Run 1, clock routing:
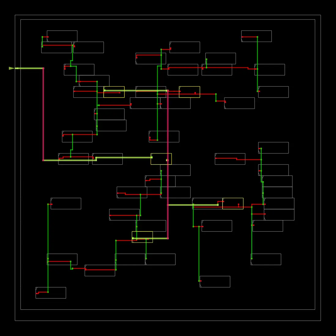
Run 1, cell classes on the final placement:
(4 px per um)
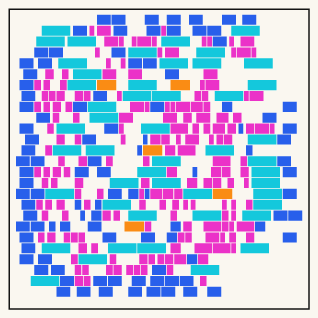
Run 1, metal layers overlaid:
(4 px per um)
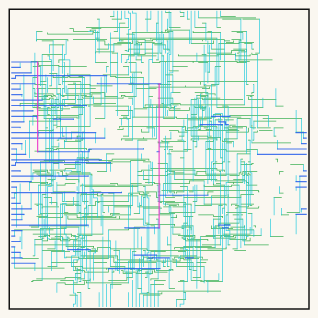
Design rfg_bus_arbiter, sky130hd; sources not shown.
==> metrics.csv, run 1 <==
metric,value,unit
H-tree lvl count,2,
global-route wire length before repair,9160,um
Synth async-reset ratio,0,%
Synth Net Count,291,
Cells on Worst Hold Path,3,
Top delay family on crit path,simple AND/OR/NAND/NOR gates,
Fin. Hold Viols,0,
hold_buf cts,0,
distinct lib cells,37,
worst slack at placement,1.29,ns
HPWL Detailed,4110,um
cell count along the critical path,5,
cell area after synthesis,0.00210,mm2
Fin Hold WS,0.336,ns
outcome,"complete, no violations",
Setup CP Type,flip-flop to flip-flop,
setup bufs post-CTS,0,
Top cell area share,45.7,%
PnR worst setup slack,1.27,ns
"Remaining Overflow, GRT",0,
number of routed nets with antenna violations,0,
# fillers,494,
top_reg_cell synth,dfxtp_1,
worst reg2reg setup slack,1.27,ns
synthesized flop and latch total,48,
maxcap violations,0,
Tightest Pin Transition,0.497,ns
Back to the opening pictures, 'clock routing':
clock buf count: 5
Clock Latency Late Sink: 0.29 ns
flip-flops: 48
clock sink total: 48

Back to the opening pictures, 'cell classes on the final placement':
[blue] other buffers and delay cells | cells: 102
[cyan] flip-flops | cells: 48
[orange] cells driving clock nets | cells: 5
[magenta] all other logic | cells: 172
row cnt: 26
sequential cell area share: 31.0%
cell area after layout: 0.00310 mm2
CORE AREA: 0.00507 mm2
final core utilization: 61.1%

Back to the opening pictures, 'metal layers overlaid':
[blue] met3 | wire length: 444 um
[cyan] met2 | wire length: 2590 um
[magenta] met4 | wire length: 58.5 um
[green] met1 | wire length: 2460 um
overall routing resource usage: 21.4%
via count: 2095
WL final: 5550 um

==> run 1: metrics by stage <==
step | area [um2] | cells
after floorplan | 2100 | 238
after global placement | 3030 | 392
after detailed placement | 3030 | 392
after CTS | 3100 | 397
after global routing | 3100 | 397
final | 3100 | 397
==> run 1: per-layer routing <==
layer,routed length (um),share of wire [%]
met1,2450,44
met2,2590,47
met3,444,8.0
met4,58,1.0
met5,0,0
==> run 1: logic make-up after synthesis <==
logic type,after synthesis,synth area share (%)
flops,48,45.7
simple gates,74,17.9
fa+ha+maj,6,3.57
compound gates,71,19.5
buf+inv,23,5.77
mux,16,7.61
==> run 1: area by class of cell <==
cell class	count	area share (%)
plain buffers	18	3.31
repair buffers	84	27.1
well taps	70	2.82
flip-flops and latches	48	31.0
clock buffers	5	2.22
multi-input cells	167	33.0
inverters	5	0.605
==> run 1: power by group <==
group | internal, mW | switching [mW] | total (mW) | leakage [nW]
registers | 0.755 | 0.0838 | 0.839 | 0.392
clock network | 0.146 | 0.182 | 0.327 | 0.0359
logic | 0.470 | 0.607 | 1.08 | 0.830
==> run 1: worst register-to-register path, cell delays in order, from the launching register on <==
cell,delay (ns)
dfxtp_1,0.37
inv_1,0.10
ha_1,0.37
nor2b_1,0.25
nand4_2,0.39
mux2i_1,0.28
==> run 1: cells in the final DEF, fill, tap and decap left out, types with 2 or more instances in the layout <==
cell and n:
clkbuf_1 5, buf_4 8, a31oi_1 18, buf_2 4, nand2_1 29, a21oi_1 5
a21boi_0 2, o211ai_1 2, or3_1 3, o21ai_1 11, and3_1 3, nand2b_1 2
clkbuf_8 5, nand3_1 22, ha_1 6, dfxtp_1 48, clkdlybuf4s50_1 84, mux2i_1 16
inv_1 5, o21ai_0 26, nor2b_1 2, nor3_1 4
Run 1, pin placement:
(4 px per um) Pins as bars across the die edge, other pins in grey.
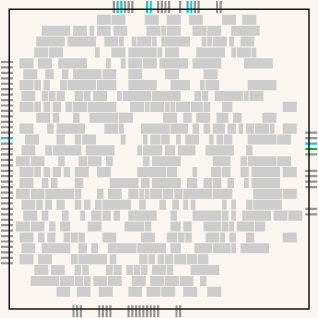

==> run 1 -> run 2 <==
clock period = 1.8 ns   (was 3.1 ns; I/O delays follow)
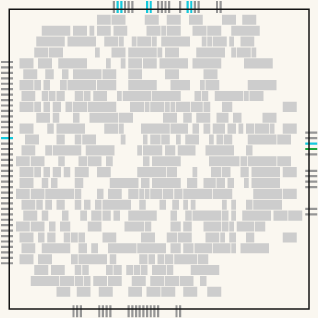
Run 2: pin placement
(4 px per um) Pins as bars across the die edge, other pins in grey.
[green] `rfg_read_valid` | pins: 1 | direction: input | edge: right
[cyan] `rfg_read_value` | pins: 8 | direction: input | edge: 6 top, 1 right, 1 left
Die W: 74.5 um
DIE HEIGHT: 74.5 um
Buffers on Ports: 84

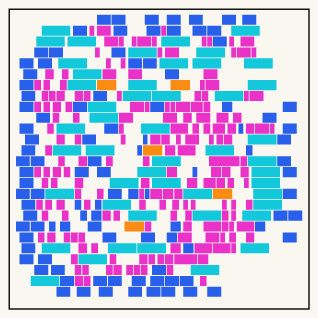
Run 2: cell classes on the final placement
(4 px per um)
[magenta] all other logic | cells: 172
[cyan] flip-flops | cells: 48
[blue] other buffers and delay cells | cells: 102
[orange] cells driving clock nets | cells: 5
final core utilization: 61.6%
cell area after layout: 0.00313 mm2
sequential cell area share: 30.7%

==> metrics.csv, run 2 <==
metric,value,unit
crit path time final,1.67,ns
Switching Fraction,39.2,%
Setup CP Type,flip-flop to flip-flop,
Synth Net Count,291,
overall routing resource usage,21.4,%
maxcap violations,0,
# fillers,489,
sequential power share,37.2,%
outcome,"complete, no violations",
WL final,5540,um
via count,2088,
Clock Latency Late Sink,0.29,ns
worst reg2reg setup slack,0.13,ns
routed len/inst,14.0,um
CTS tree,done,
net switching power,1.53,mW
clock root cell,clkbuf_8,
Tightest Pin Transition,0.508,ns
synthesized flop and latch total,48,
most numerous logic cell after layout,clkdlybuf4s50_1,
CTS clock-pin slew for the worst setup and hold paths,0.08,ns
Internal,2.38,mW
clock sink total,48,
Worst Hold Class,input port to flip-flop,
Synth async-reset ratio,0,%
Top cell area share,45.7,%
Cells on Worst Hold Path,3,
Yosys Instances,238,
top_reg_cell synth,dfxtp_1,
HPWL Detailed,4110,um
hold_buf cts,0,
Fin. Hold Viols,0,
distinct lib cells,37,
final std cells w/o fill,397,
CORE AREA,0.00507,mm2
Comb pwr share,48.3,%
global-route wire length before repair,9180,um
number of routed nets with antenna violations,0,
row cnt,26,
Clock power frac,14.5,%
cell area after synthesis,0.00210,mm2
"Remaining Overflow, GRT",0,
placed cell count,392,
H-tree lvl count,2,
[run 2: cell counts after synthesis]
Identical to the previous run, type by type.
[run 2: timing repair]
action / CTS / global route
endpoints found under the setup margin: 5 / 4
setup buffers: 0 / 0
resized: 1 / 5
[run 2: routing by layer]
metal	GRT usage, %	part of all wire (%)
met1	27.8	44
met2	34.1	47
met3	7.32	8.0
met4	5.66	1.1
met5	0	0
[run 2: power groups by stage]
stage	logic, mW	registers [mW]	clock network (mW)
3_3_place_gp	1.82	1.46	0
6_report	1.89	1.45	0.565
5_1_grt	2.05	1.48	0.631
3_5_place_dp	1.84	1.46	0
4_1_cts	1.86	1.45	0.580
2_1_floorplan	0.913	1.66	0
[run 2: final cells by class]
class / instances / area, um2 / area share (%)
Clock buffer: 5 / 68.8 / 2.20
Multi-Input combinational cell: 167 / 1050 / 33.5
Tap cell: 70 / 87.6 / 2.80
Sequential cell: 48 / 961 / 30.7
Inverter: 5 / 18.8 / 0.600
Timing Repair Buffer: 84 / 841 / 26.9
Buffer: 18 / 104 / 3.32
[run 2: critical path, cell delays in order (launching register included)]
cell     delay, ns
dfxtp_1       0.37
inv_1         0.10
ha_1          0.30
and3_1        0.22
buf_4         0.15
buf_4         0.17
o21ai_1       0.14
a31oi_1       0.10
[run 2: kinds of logic (layout without fill, tap and decap cells)]
| kind of cell | Yosys count | after routing | share of synthesized area [%] |
|---|---|---|---|
| fa+ha+maj | 6 | 6 | 3.57 |
| simple gates | 74 | 74 | 17.9 |
| buf+inv | 23 | 112 | 5.77 |
| flops | 48 | 48 | 45.7 |
| compound gates | 71 | 71 | 19.5 |
| mux | 16 | 16 | 7.61 |
[run 2: metrics by stage]
step	area [um2]	setup slack, ns	power [mW]	utilization, %	hold WS, ns
2_1_floorplan	2100	0.279	2.58	-	0.341
3_3_place_gp	3030	0.0584	3.28	59.8	0.446
3_5_place_dp	3030	0.0135	3.30	59.8	0.451
4_1_cts	3110	0.0833	3.89	61.3	0.201
5_1_grt	3130	0.0198	4.16	61.6	0.228
6_report	3130	0.131	3.91	61.6	0.208
No activity file was given, so power comes from the tool's default toggle rates.
